**Pin placement**

Scale: 2 px per um. Pins as bars across the die edge, other pins in gray.
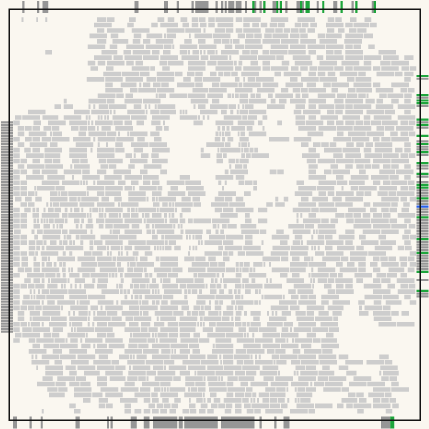
**Cell density map**

Scale: 2 px per um. The die is cut into 20 by 20 equal tiles; black is low, pale yellow is high, 0 to 100% covered.
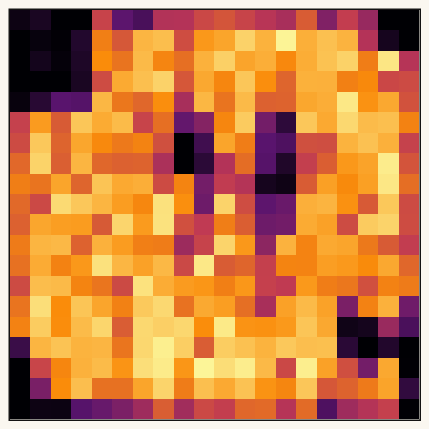
**config.mk**
```make
export PLATFORM = sky130hd
export DESIGN_NAME = fetch_unit
export DESIGN_NICKNAME = d
export VERILOG_FILES = /design/src/rtl/fetch_pkg.sv /design/src/rtl/fetch_queue.sv /design/src/rtl/fetch_unit.sv
export SDC_FILE = /design/constraint.sdc
export NUM_CORES = 1
export LEC_CHECK = 0
export CORE_UTILIZATION = 55
export CTS_BUF_LIST = sky130_fd_sc_hd__clkbuf_8
export CTS_CLUSTER_SIZE = 25
export DETAILED_ROUTE_END_ITERATION = 10
export GPL_ROUTABILITY_DRIVEN = 0
export PLACE_DENSITY = 0.83
export SYNTH_ARGS = -nofsm -noshare
export SYNTH_HDL_FRONTEND = slang
export SYNTH_HIERARCHICAL = 1
export SYNTH_SLANG_ARGS = --single-unit
```
**constraint.sdc**
```tcl
create_clock -name clk -period 17.7 [get_ports clk]
set_input_delay 3.54 -clock clk [delete_from_list [all_inputs] [get_ports clk]]
set_output_delay 3.54 -clock clk [all_outputs]
set_load 0.05 [all_outputs]
```
**src/rtl/fetch_pkg.sv**
```systemverilog
// Shared definitions for the instruction fetch unit: default parameters,
// the fetch-queue entry layout and PC alignment helper.
package fetch_pkg;

   localparam logic [31:0] RESET_PC_DEF = 32'h0000_0000;
   localparam int          FQ_DEPTH_DEF = 4;

   typedef struct packed {
      logic [31:0] pc;
      logic [31:0] instr;
      logic        pred_taken;
      logic [31:0] pred_target;
   } fq_entry_t;

   function automatic logic [31:0] align_pc(input logic [31:0] pc);
      return {pc[31:2], 2'b00};
   endfunction

endpackage

```
**src/rtl/fetch_queue.sv**
```systemverilog
// Synchronous FIFO of fetched instructions with count-based full/empty and a
// single-cycle clear used on branch-misprediction flush.
module fetch_queue
   import fetch_pkg::*;
#(
   parameter int DEPTH = FQ_DEPTH_DEF
) (
   input  logic      clk,
   input  logic      reset,
   input  logic      clear,
   input  logic      push,
   input  fq_entry_t push_data,
   input  logic      pop,
   output fq_entry_t head,
   output logic      empty,
   output logic      full
);

   localparam int              PTR_W    = $clog2(DEPTH);
   localparam logic [PTR_W:0] FULL_CNT = (PTR_W+1)'(DEPTH);

   fq_entry_t        mem_q [DEPTH];
   fq_entry_t        mem_d [DEPTH];
   logic [PTR_W-1:0] rd_ptr_q, rd_ptr_d;
   logic [PTR_W-1:0] wr_ptr_q, wr_ptr_d;
   logic [PTR_W:0]   count_q, count_d;
   logic             do_push, do_pop;

   assign empty   = (count_q == '0);
   assign full    = (count_q == FULL_CNT);
   assign do_pop  = pop && !empty;
   // A push at full is legal only when the head leaves in the same cycle.
   assign do_push = push && (!full || do_pop);
   assign head    = mem_q[rd_ptr_q];

   always_comb begin
      mem_d    = mem_q;
      rd_ptr_d = rd_ptr_q;
      wr_ptr_d = wr_ptr_q;
      count_d  = count_q;
      if (clear) begin
         rd_ptr_d = '0;
         wr_ptr_d = '0;
         count_d  = '0;
      end else begin
         if (do_push) begin
            mem_d[wr_ptr_q] = push_data;
            wr_ptr_d        = wr_ptr_q + 1'b1;
         end
         if (do_pop) begin
            rd_ptr_d = rd_ptr_q + 1'b1;
         end
         case ({do_push, do_pop})
            2'b10:   count_d = count_q + 1'b1;
            2'b01:   count_d = count_q - 1'b1;
            default: count_d = count_q;
         endcase
      end
   end

   always_ff @(posedge clk or posedge reset) begin
      if (reset) begin
         for (int i = 0; i < DEPTH; i++) begin
            mem_q[i] <= '0;
         end
         rd_ptr_q <= '0;
         wr_ptr_q <= '0;
         count_q  <= '0;
      end else begin
         mem_q    <= mem_d;
         rd_ptr_q <= rd_ptr_d;
         wr_ptr_q <= wr_ptr_d;
         count_q  <= count_d;
      end
   end

endmodule

```
**src/rtl/fetch_unit.sv**
```systemverilog
// Instruction fetch front end: single-outstanding imem requests steered by the
// branch predictor, a fetch queue feeding decode, and flush/drop recovery.
module fetch_unit
   import fetch_pkg::*;
#(
   parameter logic [31:0] RESET_PC = RESET_PC_DEF,
   parameter int          FQ_DEPTH = FQ_DEPTH_DEF
) (
   input  logic        clk,
   input  logic        reset,
   output logic        fetch_valid,
   output logic [31:0] fetch_pc,
   input  logic        predicted_taken,
   input  logic [31:0] predicted_target,
   input  logic        btb_hit,
   input  logic        flush,
   input  logic [31:0] recover_pc,
   output logic        imem_req_valid,
   input  logic        imem_req_ready,
   output logic [31:0] imem_req_addr,
   input  logic        imem_resp_valid,
   input  logic [31:0] imem_resp_data,
   output logic        dec_valid,
   input  logic        dec_ready,
   output logic [31:0] dec_pc,
   output logic [31:0] dec_instr,
   output logic        dec_pred_taken,
   output logic [31:0] dec_pred_target
);

   logic [31:0] pc_q, pc_d;
   logic        outstanding_q, outstanding_d;
   logic        drop_q, drop_d;
   logic [31:0] pend_pc_q, pend_pc_d;
   logic        pend_taken_q, pend_taken_d;
   logic [31:0] pend_target_q, pend_target_d;

   logic        taken, req_fire, q_push, deq, q_empty, q_full;
   fq_entry_t   q_in, q_head;

   assign taken          = predicted_taken && btb_hit;
   assign imem_req_valid = !reset && !flush && !outstanding_q && !drop_q && !q_full;
   assign imem_req_addr  = pc_q;
   assign fetch_valid    = imem_req_valid;
   assign fetch_pc       = pc_q;
   assign req_fire       = imem_req_valid && imem_req_ready;
   assign q_push         = imem_resp_valid && outstanding_q && !flush;
   assign dec_valid      = !q_empty && !flush;
   assign deq            = dec_valid && dec_ready;

   always_comb begin
      q_in             = '0;
      q_in.pc          = pend_pc_q;
      q_in.instr       = imem_resp_data;
      q_in.pred_taken  = pend_taken_q;
      q_in.pred_target = pend_target_q;
   end

   always_comb begin
      pc_d          = pc_q;
      outstanding_d = outstanding_q;
      drop_d        = drop_q;
      pend_pc_d     = pend_pc_q;
      pend_taken_d  = pend_taken_q;
      pend_target_d = pend_target_q;
      if (flush) begin
         pc_d          = align_pc(recover_pc);
         outstanding_d = 1'b0;
         // A response still owed to the old path must be swallowed later.
         drop_d        = (outstanding_q || drop_q) && !imem_resp_valid;
      end else begin
         if (imem_resp_valid) begin
            outstanding_d = 1'b0;
            drop_d        = 1'b0;
         end
         if (req_fire) begin
            outstanding_d = 1'b1;
            pend_pc_d     = pc_q;
            pend_taken_d  = taken;
            pend_target_d = predicted_target;
            pc_d          = taken ? align_pc(predicted_target) : align_pc(pc_q + 32'd4);
         end
      end
   end

   always_ff @(posedge clk or posedge reset) begin
      if (reset) begin
         pc_q          <= align_pc(RESET_PC);
         outstanding_q <= 1'b0;
         drop_q        <= 1'b0;
         pend_pc_q     <= '0;
         pend_taken_q  <= 1'b0;
         pend_target_q <= '0;
      end else begin
         pc_q          <= pc_d;
         outstanding_q <= outstanding_d;
         drop_q        <= drop_d;
         pend_pc_q     <= pend_pc_d;
         pend_taken_q  <= pend_taken_d;
         pend_target_q <= pend_target_d;
      end
   end

   fetch_queue #(.DEPTH(FQ_DEPTH)) u_queue (
      .clk       (clk),
      .reset     (reset),
      .clear     (flush),
      .push      (q_push),
      .push_data (q_in),
      .pop       (deq),
      .head      (q_head),
      .empty     (q_empty),
      .full      (q_full)
   );

   assign dec_pc          = q_head.pc;
   assign dec_instr       = q_head.instr;
   assign dec_pred_taken  = q_head.pred_taken;
   assign dec_pred_target = q_head.pred_target;

endmodule

```
==> results.json <==
{
  "status": "finished clean",
  "crit_end": "imem_req_valid",
  "yosysWarningCount": 6,
  "detailroute.wirelength.met2_um": 27400,
  "warnings": 34,
  "dpl_cell_area_um2": 25200,
  "boundaryPins": 268,
  "dp.final_hpwl_um": 34100,
  "postRouteWirelength_um": 55400,
  "detail_route.iter0.violations": 976,
  "synth_xor_xnor_area_share_pct": 0.853,
  "netlist_top_cells_area": "sky130_fd_sc_hd__dfrtp_1 54%, sky130_fd_sc_hd__mux2_2 15%, sky130_fd_sc_hd__mux4_2 9.7%",
  "mappedNetlistArea_um2": 22600,
  "grt_max_degree": 149,
  "multi_input_gate_count": 951,
  "post_cts_buffers": 0,
  "clock_path_buffers": 3,
  "worst_path_max_delay_cell": "sky130_fd_sc_hd__clkdlybuf4s50_1",
  "vias": 14200,
  "seq_share_pct": 45.5,
  "wl_met1_um": 22600,
  "power_density_cells_nw_per_um2": 112,
  "std_cell_core_area_um2": 40100,
  "synthesized_area_fraction_occupied_by_ao_oa_aoi_and_oai_cells_pct": 2.86,
  "fraction_of_synthesized_area_in_multiplexers_pct": 30.9,
  "worst_setup_timing_slack_at_the_placement_stage_ns": 8.32,
  "gr-usage-met2_pct": 44.6,
  "die_width_um": 205,
  "layout_setup_ws_ns": 8.32,
  "crit_top_cell": "sky130_fd_sc_hd__clkdlybuf4s50_1",
  "total_power_uw": 3020,
  "synth.avg_cell_area_um2": 14.3,
  "unrepaired_setup_endpoints_after_global_routing": "no",
  "via_cell_ratio": 5.92,
  "floorplan.tapcells": 525,
  "yosys-dominant-comb-family": "multiplexers",
  "synth_simple_gate_area_share_pct": 6.68
}
Notes on 'pin placement' above:
| port | color | pins | direction | edge |
|---|---|---|---|---|
| `dec_instr` | green | 32 | output | 19 right, 11 top, 2 bottom |
| `imem_req_ready` | blue | 1 | input | right |
all pins by edge: 78 left, 77 bottom, 61 right, 52 top

Notes on 'cell density map' above:
emptiest ninth of the die: top left
fullest tile: 98%
mean over tiles: 63%
tiles over 75% full: 43%

[power breakdown]
part | internal, uW | total (uW) | switching [uW]
Sequential | 1220 | 1320 | 102
Combinational | 272 | 682 | 410
Clock | 573 | 1020 | 447
Total | 2060 | 3020 | 959
[flip-flops by register name, summed over array words and instances, names as in the netlist]
| signal | flops |
|---|---|
| u_queue/count_q | 3 |
| pend_pc_q | 30 |
| u_queue/wr_ptr_q | 2 |
| pend_target_q | 32 |
| fetch_pc | 30 |
| u_queue/mem_q | 388 |
| drop_q | 1 |
| u_queue/rd_ptr_q | 2 |
| outstanding_q | 1 |
| pend_taken_q | 1 |
